run_1/detail.png
Region (67, 39) to (97, 69) um. Cells in grey, sequential cells in the stronger grey; small squares are vias.
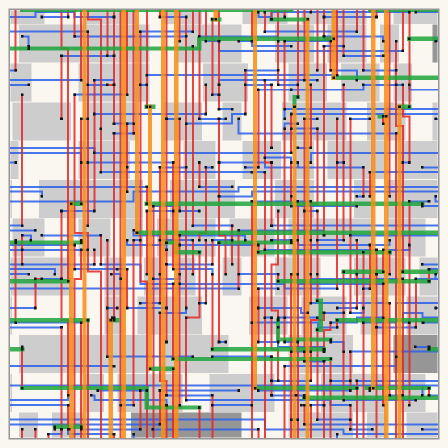
run_1/metal_density.png
Scale: 2 px per um. 33 x 36 tiles, from white (low) to dark blue (high), scaled to the fullest tile. Values are wire area over tile area, all layers added.
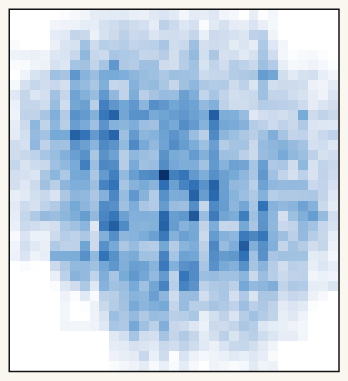
run_1/congestion.png
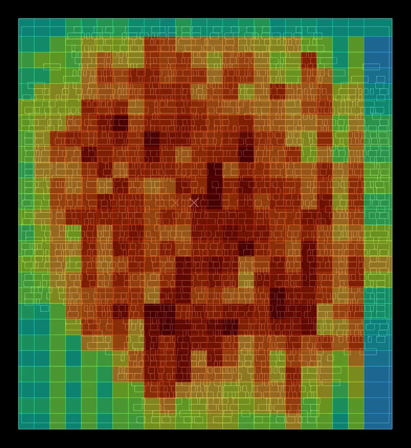
--- config.mk ---
export PLATFORM = sky130hd
export DESIGN_NAME = rank_sorter_flat
export DESIGN_NICKNAME = d
export VERILOG_FILES = /design/src/rtl/rank_sorter_if.sv /design/src/rtl/rank_sorter.sv /design/src/flat_wrapper.sv
export SDC_FILE = /design/constraint.sdc
export NUM_CORES = 1
export LEC_CHECK = 0
export CELL_PAD_IN_SITES_DETAIL_PLACEMENT = 1
export CELL_PAD_IN_SITES_GLOBAL_PLACEMENT = 1
export CORE_ASPECT_RATIO = 1.1
export CORE_UTILIZATION = 36
export CTS_BUF_LIST = sky130_fd_sc_hd__clkbuf_16
export DETAILED_ROUTE_END_ITERATION = 6
export PLACE_DENSITY = 0.88
export SYNTH_ARGS = -nofsm -noshare
export SYNTH_HDL_FRONTEND = slang
export SYNTH_SLANG_ARGS = --single-unit
--- constraint.sdc ---
create_clock -name clk_i -period 2.92 [get_ports clk_i]
set_input_delay 0.876 -clock clk_i [delete_from_list [all_inputs] [get_ports clk_i]]
set_output_delay 0.876 -clock clk_i [all_outputs]
set_load 0.03 [all_outputs]
--- src/rtl/rank_sorter_if.sv ---
// rtl/rank_sorter_if.sv - handshake bundle between the sample front-end, rank_sorter and the filter output stage
//
// Signals:
//   in_valid_i / in_ready_o   input vector handshake
//   numbers_i                 packed input vector, element k at [k*DATA_WIDTH +: DATA_WIDTH]
//   rank_i, descending_i      per-vector rank select and sort order
//   out_valid_o / out_ready_i result handshake
//   numbers_o, rank_o         sorted vector and selected element
//   busy_o                    high while sorting
// Modports: slave = the sorter, master = the block feeding and draining it.
interface rank_sorter_if #(
   parameter int DATA_WIDTH = 8,
   parameter int DATA_SIZE  = 9,
   parameter int RW         = $clog2(DATA_SIZE)
);
   logic                            in_valid_i;
   logic                            in_ready_o;
   logic [DATA_SIZE*DATA_WIDTH-1:0] numbers_i;
   logic [RW-1:0]                   rank_i;
   logic                            descending_i;
   logic                            out_valid_o;
   logic                            out_ready_i;
   logic [DATA_SIZE*DATA_WIDTH-1:0] numbers_o;
   logic [DATA_WIDTH-1:0]           rank_o;
   logic                            busy_o;

   modport slave (
      input  in_valid_i, numbers_i, rank_i, descending_i, out_ready_i,
      output in_ready_o, out_valid_o, numbers_o, rank_o, busy_o
   );

   modport master (
      output in_valid_i, numbers_i, rank_i, descending_i, out_ready_i,
      input  in_ready_o, out_valid_o, numbers_o, rank_o, busy_o
   );
endinterface

--- src/rtl/rank_sorter.sv ---
// rtl/rank_sorter.sv - odd-even transposition sorter returning the sorted vector and a selected rank
//
// Ports:
//   clk_i   clock, all state changes on the rising edge
//   rst_i   synchronous active-high reset; aborts any sort in progress
//   bus     rank_sorter_if.slave: input vector handshake, result handshake, busy
// One compare/swap pass per cycle while in SORT; outputs are registered and
// only change on entry to DONE.
module rank_sorter #(
   parameter int DATA_WIDTH = 8,
   parameter int DATA_SIZE  = 9,
   parameter int SIGNED     = 0,
   parameter int EARLY_EXIT = 0,
   parameter int RW         = $clog2(DATA_SIZE)
) (
   input  logic         clk_i,
   input  logic         rst_i,
   rank_sorter_if.slave bus
);
   localparam int CW = $clog2(DATA_SIZE + 1);

   typedef enum logic [1:0] {IDLE, SORT, DONE} state_t;

   state_t                          state;
   logic [DATA_WIDTH-1:0]           arr [DATA_SIZE];
   logic [DATA_WIDTH-1:0]           nxt [DATA_SIZE];
   logic [DATA_SIZE*DATA_WIDTH-1:0] nxt_flat;
   logic [CW-1:0]                   cnt;
   logic [RW-1:0]                   rank_q;
   logic [RW-1:0]                   rank_clamped;
   logic                            desc_q;
   logic                            prev_clean;
   logic                            any_swap;
   logic                            last_pass;
   logic                            in_ready_q;
   logic                            out_valid_q;
   logic                            busy_q;
   logic [DATA_SIZE*DATA_WIDTH-1:0] numbers_q;
   logic [DATA_WIDTH-1:0]           rank_out_q;

   function automatic logic gt(input logic [DATA_WIDTH-1:0] a, input logic [DATA_WIDTH-1:0] b);
      if (SIGNED != 0) return $signed(a) > $signed(b);
      else             return a > b;
   endfunction

   // cnt = passes already done, so the current pass is cnt+1: an odd pass
   // (cnt even) starts its pairs at index 0, an even pass at index 1.
   always_comb begin
      nxt      = arr;
      any_swap = 1'b0;
      for (int i = 0; i < DATA_SIZE - 1; i++) begin
         if (i[0] == cnt[0]) begin
            if (desc_q ? gt(arr[i+1], arr[i]) : gt(arr[i], arr[i+1])) begin
               nxt[i]   = arr[i+1];
               nxt[i+1] = arr[i];
               any_swap = 1'b1;
            end
         end
      end
   end

   always_comb begin
      nxt_flat = '0;
      for (int k = 0; k < DATA_SIZE; k++) nxt_flat[k*DATA_WIDTH +: DATA_WIDTH] = nxt[k];
   end

   // prev_clean is cleared on capture, so early exit needs two clean passes.
   assign last_pass = (cnt == CW'(DATA_SIZE - 1)) ||
                      ((EARLY_EXIT != 0) && prev_clean && !any_swap);

   assign rank_clamped = ({1'b0, bus.rank_i} >= (RW+1)'(DATA_SIZE)) ? RW'(DATA_SIZE - 1) : bus.rank_i;

   always_ff @(posedge clk_i) begin
      if (rst_i) begin
         state       <= IDLE;
         in_ready_q  <= 1'b1;
         out_valid_q <= 1'b0;
         busy_q      <= 1'b0;
         numbers_q   <= '0;
         rank_out_q  <= '0;
         cnt         <= '0;
         rank_q      <= '0;
         desc_q      <= 1'b0;
         prev_clean  <= 1'b0;
         for (int k = 0; k < DATA_SIZE; k++) arr[k] <= '0;
      end else begin
         case (state)
            IDLE: begin
               if (bus.in_valid_i && in_ready_q) begin
                  for (int k = 0; k < DATA_SIZE; k++) arr[k] <= bus.numbers_i[k*DATA_WIDTH +: DATA_WIDTH];
                  rank_q     <= rank_clamped;
                  desc_q     <= bus.descending_i;
                  cnt        <= '0;
                  prev_clean <= 1'b0;
                  in_ready_q <= 1'b0;
                  busy_q     <= 1'b1;
                  state      <= SORT;
               end
            end
            SORT: begin
               arr        <= nxt;
               cnt        <= cnt + 1'b1;
               prev_clean <= !any_swap;
               if (last_pass) begin
                  numbers_q   <= nxt_flat;
                  rank_out_q  <= nxt[rank_q];
                  busy_q      <= 1'b0;
                  out_valid_q <= 1'b1;
                  state       <= DONE;
               end
            end
            DONE: begin
               // in_ready stays low this cycle so a result and a new vector never share an edge.
               if (bus.out_ready_i) begin
                  out_valid_q <= 1'b0;
                  in_ready_q  <= 1'b1;
                  state       <= IDLE;
               end
            end
            default: state <= IDLE;
         endcase
      end
   end

   assign bus.in_ready_o  = in_ready_q;
   assign bus.out_valid_o = out_valid_q;
   assign bus.busy_o      = busy_q;
   assign bus.numbers_o   = numbers_q;
   assign bus.rank_o      = rank_out_q;
endmodule
--- src/flat_wrapper.sv ---
// flat-port wrapper written by rule: the top's interface ports become plain ports
module rank_sorter_flat 
#(
   parameter int DATA_WIDTH = 8,
   parameter int DATA_SIZE  = 9,
   parameter int SIGNED     = 0,
   parameter int EARLY_EXIT = 0,
   parameter int RW         = $clog2(DATA_SIZE)
)
  (clk_i, rst_i, bus_in_valid_i, bus_numbers_i, bus_rank_i, bus_descending_i, bus_out_ready_i, bus_in_ready_o, bus_out_valid_o, bus_numbers_o, bus_rank_o, bus_busy_o);
  rank_sorter_if #(.DATA_WIDTH(DATA_WIDTH), .DATA_SIZE(DATA_SIZE), .RW(RW)) bus_i ();
  input  logic clk_i;
  input  logic rst_i;
  input wire logic [$bits(bus_i.in_valid_i)-1:0] bus_in_valid_i;
  input wire logic [$bits(bus_i.numbers_i)-1:0] bus_numbers_i;
  input wire logic [$bits(bus_i.rank_i)-1:0] bus_rank_i;
  input wire logic [$bits(bus_i.descending_i)-1:0] bus_descending_i;
  input wire logic [$bits(bus_i.out_ready_i)-1:0] bus_out_ready_i;
  output wire logic [$bits(bus_i.in_ready_o)-1:0] bus_in_ready_o;
  output wire logic [$bits(bus_i.out_valid_o)-1:0] bus_out_valid_o;
  output wire logic [$bits(bus_i.numbers_o)-1:0] bus_numbers_o;
  output wire logic [$bits(bus_i.rank_o)-1:0] bus_rank_o;
  output wire logic [$bits(bus_i.busy_o)-1:0] bus_busy_o;
  assign bus_i.in_valid_i = bus_in_valid_i;
  assign bus_i.numbers_i = bus_numbers_i;
  assign bus_i.rank_i = bus_rank_i;
  assign bus_i.descending_i = bus_descending_i;
  assign bus_i.out_ready_i = bus_out_ready_i;
  assign bus_in_ready_o = bus_i.in_ready_o;
  assign bus_out_valid_o = bus_i.out_valid_o;
  assign bus_numbers_o = bus_i.numbers_o;
  assign bus_rank_o = bus_i.rank_o;
  assign bus_busy_o = bus_i.busy_o;
  rank_sorter #(.DATA_WIDTH(DATA_WIDTH), .DATA_SIZE(DATA_SIZE), .SIGNED(SIGNED), .EARLY_EXIT(EARLY_EXIT), .RW(RW)) u_core (.clk_i(clk_i), .rst_i(rst_i), .bus(bus_i));
endmodule
==> deck_impl_summary.md, run 1 <==
Implementation Results

Min path
  – WHS Path Cells: 2
  – Hold EP: u_core.bus.numbers_o[61]$_SDFFE_PP0P_

Logic synthesis
  – Cell taking the most area after synthesis: dfxtp_1
  – Syn Nets: approximately 1500
  – Ys flops: between 150 and 200
  – Synthesis warning total: 0
  – Main flop type: dfxtp_1
  – Cells in synth_stat.txt: 1333

Run status
  – Status: finished with violations
  – Failing checks: DRC, setup timing

Layout
  – # clk buffers: 17
  – Most frequent cells in the layout: 209 x buf_4, 171 x nand2_1, 162 x clkdlybuf4s50_1, 153 x dfxtp_1, 137 x a21oi_1
  – Clock buf/inv share: under 10%
  – Reg area: approximately 0.0033 mm2

Placement
  – Setup WS pre-CTS: -0.2432 ns
  – HPWL after DPL: ~39000 um

Floorplanning
  – Core area: 0.02811 mm2
  – Tap cells: approximately 360
  – Total die size: about 0.030 mm2
  – Fp util: between 30% and 40%

Run
  – Max_cap viols: 0
  – Tool warnings: 28

Power and ir drop
  – Clk power: 2340 uW
  – Switching share of power: between 40% and 50%

Global routing
  – Total gr overflow: 0
  – Largest net degree at the start of global routing: roughly 91

Timing
  – Final period util: 105.5%
  – Peak Freq: roughly 320 MHz
  – Endpoints failing setup: 12
  – Rel. slew slack: roughly a third
  – Unrepaired setup endpoints after global routing: true
  – Setup ws final: -0.1618 ns

Clocking
  – # Post-CTS Setup Buffers: 5
  – Clock sinks: between 150 and 200

Critical path
  – Crit path kind: flip-flop to flip-flop
  – CP delay by family, top: AND-OR/OR-AND gates

Drt
  – Drc violations: 6
  – Final ANT Viol Nets: 0
  – Max Used Layer: met4
Notes on detail.png above:
layer	colour
metal 2	red
metal 3	green
metal 1	blue
metal 4	orange
most frequent	nor2_1 (8), ha_1 (7), buf_4 (7)
sequential cells in the window	1
cells with their middle in the window	62
netlist names of flops here include	`u_core.arr` (1)

Notes on metal_density.png above:
densest ninth of the die	centre
tiles over half the peak	16%
emptiest ninth of the die	lower left

Notes on congestion.png above:
met3 usage: 5.501%
overall routing resource usage: 34.70%

--- run 2 (diff from run 1) ---
--- a/config.mk
+++ b/config.mk
@@ -11,6 +11,7 @@
 export CORE_UTILIZATION = 36
 export CTS_BUF_LIST = sky130_fd_sc_hd__clkbuf_16
 export DETAILED_ROUTE_END_ITERATION = 6
+export HOLD_SLACK_MARGIN = 0.08
 export PLACE_DENSITY = 0.88
 export SYNTH_ARGS = -nofsm -noshare
 export SYNTH_HDL_FRONTEND = slang
run_2/detail.png
Region (67, 39) to (97, 69) um. Cells in grey, sequential cells in the stronger grey; small squares are vias.
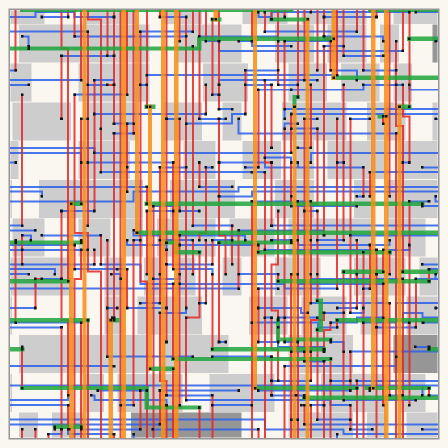
layer	colour
metal 1	blue
metal 2	red
metal 4	orange
metal 3	green
cells with their middle in the window	62
netlist names of flops here include	`u_core.arr` (1)
sequential cells in the window	1
most frequent	nor2_1 (8), ha_1 (7), buf_4 (7)

run_2/logic_types.png
Scale: 3 px per um.
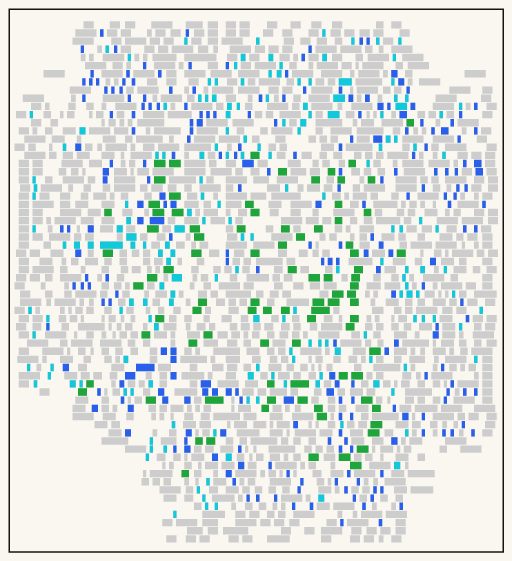
family	colour	cells
nand cells	blue	236
nor cells	cyan	176
non-inverting ao/oa cells	green	90
Comb/total area: 46.81%
Commonest Layout Cell: buf_4
Post-Layout Cell Count: 2014

==> deck_impl_summary.md, run 2 <==
Implementation Results

Timing
  – Unrepaired setup endpoints after global routing: true
  – Setup TNS: -0.6463 ns
  – Setup ws final: -0.1618 ns
  – Endpoints failing hold: 0
  – Rel. slew slack: about a third
  – Peak Freq: between 300 and 400 MHz
  – Final period util: 105.5%
  – Endpoints failing setup: 12

Layout
  – Final core utilization: between 50% and 60%
  – # clk buffers: 17
  – Clock buf/inv share: approximately 3.9%
  – Most frequent cells in the layout: 209 x buf_4, 171 x nand2_1, 162 x clkdlybuf4s50_1, 153 x dfxtp_1, 137 x a21oi_1
  – Comb gate area: 0.007042 mm2
  – Fillers: 3294
  – Reg area: between 0.003 and 0.004 mm2

Logic synthesis
  – Simple share: 18.42%
  – Synthesis warning total: 0
  – Cells in synth_stat.txt: around 1300
  – XORs/XNORs by Area: 0%
  – Main flop type: dfxtp_1
  – Cell taking the most area after synthesis: dfxtp_1
  – Syn Nets: ~1500

Floorplanning
  – Core area: between 0.02 and 0.03 mm2
  – Total die size: ~0.03 mm2
  – Tap cells: around 360

Global routing
  – Overall routing resource usage: a little over a third
  – Total gr overflow: 0
  – Met3 usage: under 10%
  – Met2 GRT Util: between 50% and 60%

Placement
  – Setup WS pre-CTS: -0.2432 ns
  – HPWL after DPL: ~39000 um
  – Buffers added on ports: 163

Run status
  – Failing checks: DRC, setup timing
  – Status: finished with violations

Power and ir drop
  – Switching share of power: a little over two fifths
  – Clk power: between 2000 and 2500 uW

Run
  – Max_cap viols: 0
  – Tool warnings: 28

Clocking
  – Hold_buf cts: 0
  – # Post-CTS Setup Buffers: 5
  – Clock sinks: around 170
  – CTS max path bufs: 2

Critical path
  – Crit path kind: flip-flop to flip-flop
  – CP delay by family, top: AND-OR/OR-AND gates

Min path
  – WHS Path Cells: 2
  – Hold EP: u_core.bus.numbers_o[61]$_SDFFE_PP0P_

Drt
  – Drc violations: 6
  – Final ANT Viol Nets: 0
  – Max Used Layer: met4
No activity file was given, so power comes from the tool's default toggle rates.
